Routing congestion:
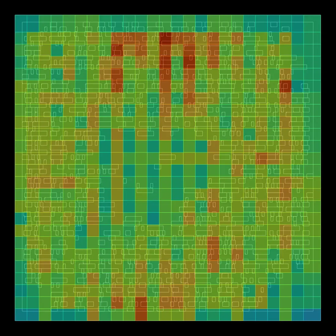
Wires at chosen ports, followed through buffers:
Scale: 2 px per µm.
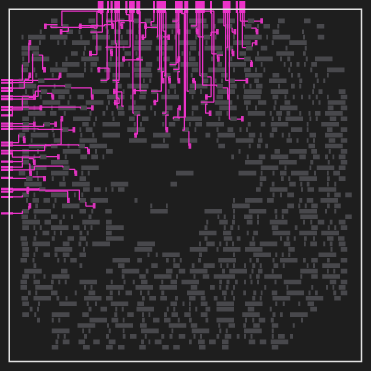
Signal wires by layer:
Scale: 2 px per µm.
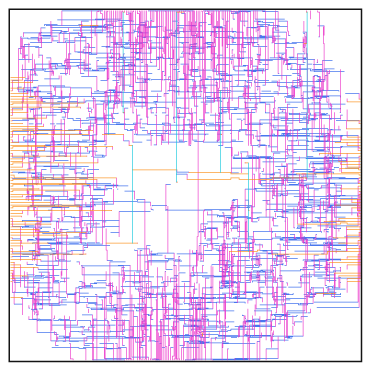
==> config.mk <==
export PLATFORM = sky130hd
export DESIGN_NAME = cripto_stream_ctrl
export DESIGN_NICKNAME = d
export VERILOG_FILES = /design/src/rtl/cripto_stream_ctrl.sv
export SDC_FILE = /design/constraint.sdc
export NUM_CORES = 1
export LEC_CHECK = 0
export ABC_AREA = 1
export CAP_MARGIN = 25
export CELL_PAD_IN_SITES_DETAIL_PLACEMENT = 2
export CELL_PAD_IN_SITES_GLOBAL_PLACEMENT = 2
export CORE_MARGIN = 4
export CORE_UTILIZATION = 23
export CTS_CLUSTER_SIZE = 16
export DETAILED_ROUTE_END_ITERATION = 16
export PLACE_DENSITY_LB_ADDON = 0.3
export SLEW_MARGIN = 20
export SYNTH_ARGS = -nofsm -noshare
export SYNTH_HDL_FRONTEND = slang
export SYNTH_SLANG_ARGS = --single-unit
==> constraint.sdc <==
create_clock -name clock -period 3.5 [get_ports clock]
set_input_delay 0.35 -clock clock [delete_from_list [all_inputs] [get_ports clock]]
set_output_delay 0.35 -clock clock [all_outputs]
set_load 0.01 [all_outputs]
==> GITHUB_STEP_SUMMARY <==
## Implementation flow summary

| Metric | Value |
|---|---|
| Fin area | `between 0.01 and 0.015 mm²` |
| Fillers | `3079` |
| Hold_buf cts | `1` |
| Post_cts resized | `0` |
| Outcome | `completed` |
| Worst-path fanout max | `34` |
| WL final | `between 20000 and 25000 µm` |
| DP Area | `between 0.009 and 0.01 mm²` |
| Distinct lib cells | `25` |
| CTS sink cnt | `159` |
| DR vias | `between 5000 and 6000` |
| Post-Syn Area | `~0.0064 mm²` |
| Total Power | `between 0.008 and 0.009 W` |
| Flip-flop and latch area | `0.00398 mm²` |
| Final hold slack | `between 300 and 400 ps` |
| Core area | `around 0.028 mm²` |
| Worst reg-to-reg setup slack | `1430 ps` |
| Peak Freq | `about 350 MHz` |
| Top cell excl fill/tap | `nand2_1` |
| Leak | `a little under 5 nW` |
| CLK BUF | `18` |
| Fraction of layout cells with a size suffix above 1 | `between 4 and 5%` |
| Root buf cell | `clkbuf_16` |
| Row cnt | `61` |
| ANT nets after route | `0` |
| Slew @ Worst Pin | `about 820 ps` |
| Fin worst setup slack | `approximately 650 ps` |
| Final min period | `about 2800 ps` |
| Nonclk buf count | `293` |
Notes on 'routing congestion' above:
met2 Use GR: 25.5%
GRT Max-Usage Layer: met2
Finished Core Util: 36.9%
GRT met3 Usage: 5.55%
met1 Usage GRT: 18.8%

Notes on 'wires at chosen ports, followed through buffers' above:
- magenta: core_data_o (bits 64; direction input; edge 40 north, 24 west; end cells 64; buffers 64; wire 2020 µm)
Ports: 349
# port buffers: 283

Notes on 'signal wires by layer' above:
- magenta: M2 (wire length 11600 µm)
- blue: M1 (wire length 9840 µm)
- cyan: M4 (wire length 371 µm)
- orange: M3 (wire length 1810 µm)
Global Route Usage Sum: 15.3%
DR WL/cell: 16.9 µm

cells in the mapped netlist:
master    count  area [µm²]
clkbuf_2      1        5.00
inv_1        23        86.3
buf_1         4        15.0
inv_2         1        3.75
ha_1          6        75.1
buf_6         4        45.0
a31o_2        1        8.76
nor3_2        1        10.0
nand2_2       1        6.26
a21oi_1       6        30.0
buf_4         1        7.51
o21ai_0       5        25.0
nor2_1       21        78.8
nor2_2        1        6.26
nand2_1     371        1390
xnor2_1       5        43.8
clkbuf_1     11        41.3
nor3_4        1        16.3
o21bai_1      2        15.0
nor3_1        2        10.0
buf_2        15        75.1
nand3_1      77         385
nand4_1       4        25.0
xor2_1        7        61.3
dfrtp_1     159        3980
metal layers:
layer | track usage, % | up-vias | routed length (µm)
met5 | 0 | - | 0
met4 | 4.42 | 0 | 371
met3 | 5.55 | 18 | 1810
met2 | 25.5 | 161 | 11600
met1 | 18.8 | 2958 | 9840
li1 | - | 2815 | -
where the power goes:
| group | internal (W) | switching, W |
|---|---|---|
| combinational | 0.00171 | 0.00156 |
| sequential | 0.00258 | 0.000425 |
| clock | 0.00105 | 0.000814 |
kinds of logic (layout without fill, tap and decap cells):
logic type / after synthesis / after routing / synth area share (%)
adders and majority gates: 6 / 6 / 1.16
xor gates and xnor gates: 12 / 12 / 1.63
AOI/OAI and AO/OA: 14 / 14 / 1.22
buffers and inverters: 60 / 347 / 4.33
DFF: 159 / 159 / 61.7
and+or+nand+nor: 479 / 479 / 29.9
other: 0 / 1 / 0
critical path, cell delays in order:
cell and delay [ps]:
dlygate4sd3_1 540, buf_6 240, nand2_1 140, nor3_4 180, buf_4 390, clkdlybuf4s50_1 610
Power figures rest on the tool's default switching activity, not on a simulated workload.
